## src/rtl/vc_input_buffer_route.sv

```systemverilog
// vc_input_buffer_route
// Per-input-port virtual-channel flit storage for the NoC router. num_vcs independent FIFOs
// share one write port. Every VC's head flit is exposed for allocation, along with a
// dimension-order (XY) route for that head. The selected head is driven onto data_out with
// its out_port field rewritten to the computed route.
//
// Flit layout (MSB -> LSB):
//   head(1) tail(1) vc_id(num_vcs, one-hot) out_port(5) x_disp(4, signed) y_disp(4, signed) data
// Route encoding (one-hot): N=bit0, E=bit1, S=bit2, W=bit3, L=bit4.
//
// strict_checks enables simulation assertions that flag protocol misuse: pushing into a full
// VC without a pop, popping an empty VC, and a multi-hot select.
module vc_input_buffer_route #(
    parameter int num_vcs       = 4,
    parameter int buffer_length = 8,
    parameter int data_width    = 32,
    parameter bit strict_checks = 1'b1
) (
    input  logic                                           clk,
    input  logic                                           rst_n,
    input  logic                                           push,
    input  logic [$clog2(num_vcs)-1:0]                     vc_id,
    input  logic [data_width+num_vcs+14:0]                 data_in,
    input  logic [num_vcs-1:0]                             pop,
    input  logic [num_vcs-1:0]                             select,
    output logic [data_width+num_vcs+14:0]                 data_out,
    output logic [data_width+num_vcs+14:0]                 data_in_reg,
    output logic [num_vcs*(data_width+num_vcs+15)-1:0]     flit_buffer_out,
    output logic [num_vcs*5-1:0]                           output_port,
    output logic [num_vcs-1:0]                             head_is_tail,
    output logic [num_vcs*4-1:0]                           flags,
    output logic [num_vcs-1:0]                             buf_finished_empty
);

    localparam int FW       = data_width + num_vcs + 15;
    localparam int VW       = $clog2(num_vcs);
    localparam int PW       = $clog2(buffer_length);
    localparam int OW       = PW + 1;
    localparam int Y_LSB    = data_width;
    localparam int X_LSB    = data_width + 4;
    localparam int PORT_LSB = data_width + 8;
    localparam int TAIL_BIT = data_width + num_vcs + 13;
    localparam int HEAD_BIT = data_width + num_vcs + 14;

    localparam logic [4:0] PORT_N = 5'b00001;
    localparam logic [4:0] PORT_E = 5'b00010;
    localparam logic [4:0] PORT_S = 5'b00100;
    localparam logic [4:0] PORT_W = 5'b01000;
    localparam logic [4:0] PORT_L = 5'b10000;

    logic [FW-1:0]      storage   [num_vcs][buffer_length];
    logic [PW-1:0]      wr_ptr    [num_vcs];
    logic [PW-1:0]      rd_ptr    [num_vcs];
    logic [OW-1:0]      occ       [num_vcs];
    logic [OW-1:0]      occ_next  [num_vcs];
    logic [FW-1:0]      head_flit [num_vcs];
    logic [4:0]         route     [num_vcs];
    logic [num_vcs-1:0] do_push;
    logic [num_vcs-1:0] do_pop;

    // Qualify requests: a pop needs a non-empty VC; a push needs room, or a same-edge pop
    // on that VC which frees a slot, so a full VC can still stream one-in/one-out.
    always_comb begin
        do_push = '0;
        do_pop  = '0;
        for (int v = 0; v < num_vcs; v++) begin
            do_pop[v]   = pop[v] && (occ[v] != '0);
            do_push[v]  = push && (vc_id == VW'(v)) &&
                          ((occ[v] != OW'(buffer_length)) || do_pop[v]);
            occ_next[v] = occ[v] + OW'(do_push[v]) - OW'(do_pop[v]);
        end
    end

    // Pointer, occupancy and status bookkeeping; flags are registered from the next occupancy
    // so they line up with the storage state visible in the following cycle.
    always_ff @(posedge clk) begin
        if (!rst_n) begin
            for (int v = 0; v < num_vcs; v++) begin
                wr_ptr[v]        <= '0;
                rd_ptr[v]        <= '0;
                occ[v]           <= '0;
                flags[4*v +: 4]  <= 4'b0011;
            end
            buf_finished_empty <= '0;
        end else begin
            for (int v = 0; v < num_vcs; v++) begin
                if (do_push[v]) begin
                    wr_ptr[v] <= wr_ptr[v] + PW'(1);
                end
                if (do_pop[v]) begin
                    rd_ptr[v] <= rd_ptr[v] + PW'(1);
                end
                occ[v]          <= occ_next[v];
                flags[4*v +: 4] <= {occ_next[v] == OW'(buffer_length),
                                    occ_next[v] >= OW'(buffer_length - 1),
                                    occ_next[v] <= OW'(1),
                                    occ_next[v] == '0};
                buf_finished_empty[v] <= do_pop[v] && !do_push[v] && (occ[v] == OW'(1));
            end
        end
    end

    // Free-running capture of the incoming flit, independent of push.
    always_ff @(posedge clk) begin
        if (!rst_n) begin
            data_in_reg <= '0;
        end else begin
            data_in_reg <= data_in;
        end
    end

    // Flit storage is deliberately not reset; the empty qualification on the read side hides
    // stale contents.
    always_ff @(posedge clk) begin
        for (int v = 0; v < num_vcs; v++) begin
            if (do_push[v]) begin
                storage[v][wr_ptr[v]] <= data_in;
            end
        end
    end

    // Expose each VC head, compute its XY route (X resolved first), and build the
    // selected, route-stamped flit as an AND-OR mux so select=0 yields all zeros.
    always_comb begin
        logic signed [3:0] x_disp;
        logic signed [3:0] y_disp;
        logic [FW-1:0]     routed;
        data_out        = '0;
        flit_buffer_out = '0;
        output_port     = '0;
        head_is_tail    = '0;
        x_disp          = '0;
        y_disp          = '0;
        routed          = '0;
        for (int v = 0; v < num_vcs; v++) begin
            head_flit[v] = (occ[v] == '0) ? '0 : storage[v][rd_ptr[v]];
            x_disp       = head_flit[v][X_LSB +: 4];
            y_disp       = head_flit[v][Y_LSB +: 4];
            if (occ[v] == '0) begin
                route[v] = '0;
            end else if (x_disp > 4'sd0) begin
                route[v] = PORT_E;
            end else if (x_disp < 4'sd0) begin
                route[v] = PORT_W;
            end else if (y_disp > 4'sd0) begin
                route[v] = PORT_N;
            end else if (y_disp < 4'sd0) begin
                route[v] = PORT_S;
            end else begin
                route[v] = PORT_L;
            end
            flit_buffer_out[v*FW +: FW] = head_flit[v];
            output_port[v*5 +: 5]       = route[v];
            head_is_tail[v]             = (occ[v] != '0) && head_flit[v][HEAD_BIT] &&
                                          head_flit[v][TAIL_BIT];
            routed                      = head_flit[v];
            routed[PORT_LSB +: 5]       = route[v];
            data_out                    = data_out | ({FW{select[v]}} & routed);
        end
    end

    generate
        if (strict_checks) begin : g_checks
            a_no_overflow: assert property (@(posedge clk) disable iff (!rst_n)
                !(push && (do_push == '0)))
                else $error("vc_input_buffer_route: push to full VC %0d dropped", vc_id);
            a_no_underflow: assert property (@(posedge clk) disable iff (!rst_n)
                ((pop & ~do_pop) == '0))
                else $error("vc_input_buffer_route: pop of empty VC, pop=%b", pop);
            a_select_onehot: assert property (@(posedge clk) disable iff (!rst_n)
                $onehot0(select))
                else $error("vc_input_buffer_route: multi-hot select %b", select);
        end
    endgenerate

endmodule

```

## config.mk

```make
export PLATFORM = sky130hd
export DESIGN_NAME = vc_input_buffer_route
export DESIGN_NICKNAME = d
export VERILOG_FILES = /design/src/rtl/vc_input_buffer_route.sv
export SDC_FILE = /design/constraint.sdc
export NUM_CORES = 2
export LEC_CHECK = 0
export CAP_MARGIN = 20
export CORE_ASPECT_RATIO = 0.75
export CORE_UTILIZATION = 53
export DETAILED_ROUTE_END_ITERATION = 8
export PLACE_DENSITY_LB_ADDON = 0.25
export SYNTH_ARGS = -nofsm -noshare
export SYNTH_HDL_FRONTEND = slang
export SYNTH_SLANG_ARGS = --single-unit
```

## constraint.sdc

```tcl
create_clock -name clk -period 6.8 [get_ports clk]
set_clock_uncertainty 0.05 [all_clocks]
set_input_delay 1.7 -clock clk [delete_from_list [all_inputs] [get_ports clk]]
set_output_delay 1.7 -clock clk [all_outputs]
set_load 0.02 [all_outputs]
```

route_heat.png
Scale: 1 px per um. The die is cut into 21 by 16 equal tiles; black is low, pale yellow is high, scaled to the fullest tile. Values are wire area over tile area, all layers added.
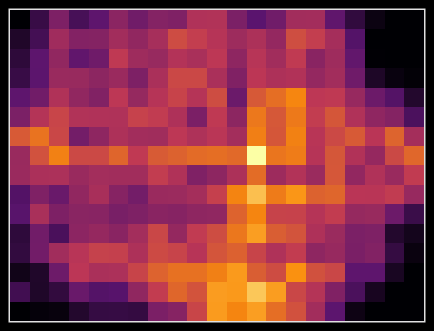
tiles over half the peak	32%
nearly empty tiles	5.4%
densest ninth of the die	bottom centre
fullest tile	0.57

ff_map.png
Scale: 1 px per um.
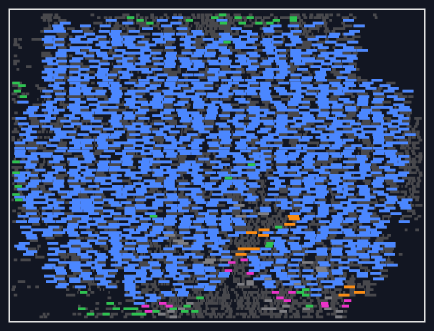
colour	name in the netlist	flops
green	`data_in_reg`	51
magenta	`occ`	16
orange	`wr_ptr`	12
blue	`storage`	1632
not coloured	32
Sequential cell area: 51500 um2
Seq group: 12.2 mW
sequential share of cell area: 64.3%
Util after Layout: 63.9%

clock_nets.png
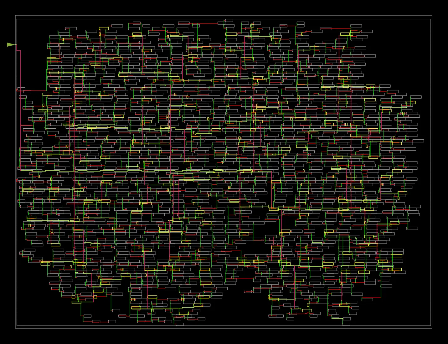
clk_lat worst skew: 0.78 ns
clk pwr: 8.76 mW
flop count: 1743
Clock buffer cells: 203
CTS Buf Count: 160

m3.png
Scale: 1 px per um.
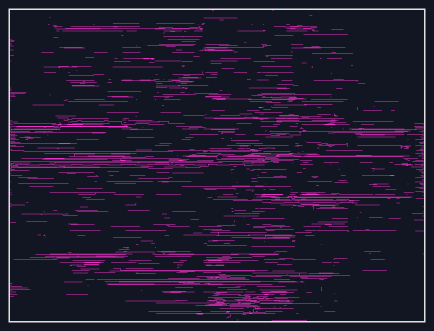
longest straight run	175 um
main direction	horizontal
share of all routed wire	10%
nets with wire on the layer	532

==> deck_impl_summary.md <==
Key Metrics from the Run

Placed design
  • Detailed Place HPWL: approximately 110000 um
  • Placed cell count: 5314

STA
  • Relative slew slack: 26.3%

Drt
  • Final WL: 181000 um
  • Drt drc: 0

Logic synthesis
  • Main logic family: multiplexers
  • Simple Share, Synth: 3.67%
  • Dominant cell area share: 73.7%
  • Xor+xnor area frac: less than 1%

Global route
  • Vias in the first global route: roughly 35000
  • First-pass GRT wire length: 255000 um
  • Met2 Resource Use GR: between 40 and 50%
  • GR peak layer: met2

Clocking
  • Reg clk slew, reported paths: 0.06 ns
  • H-tree levels: 4
  • Post-cts sizing count: 0
  • CTS Hold Buffers Added: 0

Die
  • Fp util: between 50% and 60%
  • # IOs: slightly above 400

Critical path
  • CP Max Fanout: 14

Run status
  • Status: finished clean
-- layer usage --
| metal | wire (um) | vias to the layer above |
|---|---|---|
| li1 | - | 14500 |
| met1 | 72800 | 18600 |
| met2 | 83900 | 1943 |
| met3 | 18800 | 277 |
| met4 | 5860 | 0 |
| met5 | 0 | - |
-- final cells by class --
type | instances | area, um2
clock inverters | 89 | 732
repair buffers | 572 | 6020
clock buffers | 203 | 4310
flip-flops and latches | 1743 | 51500
diodes | 2 | 5.00
multi-input cells | 1329 | 15300
fillers | 8431 | 45200
inverters | 37 | 139
well taps | 1653 | 2070
-- tightest hold or removal path: stages (launching register included) --
cell	delay, ns
dfxtp_1	0.33
nand4_1	0.09
nor2_1	0.04
-- power by group through the flow --
stage / Combinational (mW) / Clock (mW) / Sequential, mW
global route: 10.8 / 9.25 / 12.2
CTS: 10.3 / 8.87 / 12.2
global placement: 10.3 / 0 / 12.4
detailed placement: 10.3 / 0 / 12.4
finish: 10.4 / 8.76 / 12.2
floorplan: 5.53 / 0 / 12.4
-- path summary, 6_finish.rpt --
kind | from | cells past startpoint | endpoint | slack, ns
worst max-delay path | rd_ptr[0][1] | 9 | data_out[40] | 0.40
worst min-delay path | occ[0][12] | 2 | buf_finished_empty[3] | 0.45
worst max register to register | occ[0][10] | 8 | storage[2][400] | 3.21
worst min register to register | occ[0][12] | 2 | buf_finished_empty[3] | 0.45
-- layout by cell type (no fill, tap or decap), types with 4 or more instances in the layout --
| cell type | Yosys | layout |
|---|---|---|
| bufinv_16 | 0 | 11 |
| buf_12 | 0 | 19 |
| o21ai_0 | 6 | 6 |
| inv_6 | 0 | 7 |
| xor2_1 | 10 | 10 |
| clkinvlp_4 | 0 | 4 |
| nand2_1 | 93 | 93 |
| xnor2_1 | 6 | 6 |
| clkdlybuf4s50_1 | 0 | 408 |
| fa_1 | 4 | 4 |
| clkinv_2 | 0 | 28 |
| ha_1 | 29 | 29 |
| a21oi_1 | 8 | 8 |
| nor2_4 | 0 | 24 |
| nand2b_1 | 23 | 23 |
| nor2b_1 | 6 | 6 |
| dfxtp_1 | 87 | 87 |
| edfxtp_1 | 1656 | 1656 |
| mux2i_1 | 231 | 231 |
| a22oi_1 | 91 | 91 |
| inv_1 | 34 | 34 |
| and3_1 | 17 | 17 |
| and2_1 | 68 | 66 |
| nor3_2 | 0 | 7 |
| nor3_1 | 21 | 13 |
| nor4_1 | 5 | 5 |
| a21o_1 | 4 | 4 |
| clkbuf_1 | 84 | 35 |
| buf_4 | 9 | 116 |
| buf_8 | 0 | 6 |
| nand4_1 | 8 | 8 |
| mux4_2 | 387 | 387 |
| clkbuf_16 | 0 | 171 |
| nand3_1 | 20 | 20 |
| nor2_1 | 245 | 221 |
| a222oi_1 | 6 | 6 |
| buf_16 | 0 | 17 |
| clkinv_1 | 0 | 35 |
-- through the flow --
| stage | util [%] | setup WS (ns) | hold WS, ns |
|---|---|---|---|
| after floorplan | - | 0.166 | 0.393 |
| after global placement | 59.3 | 1.28 | 0.428 |
| after detailed placement | 59.5 | 1.28 | 0.441 |
| after CTS | 63.5 | 0.455 | 0.449 |
| after global routing | 63.9 | 0.166 | 0.470 |
| final | 63.9 | 0.396 | 0.451 |
Power figures rest on the tool's default switching activity, not on a simulated workload.
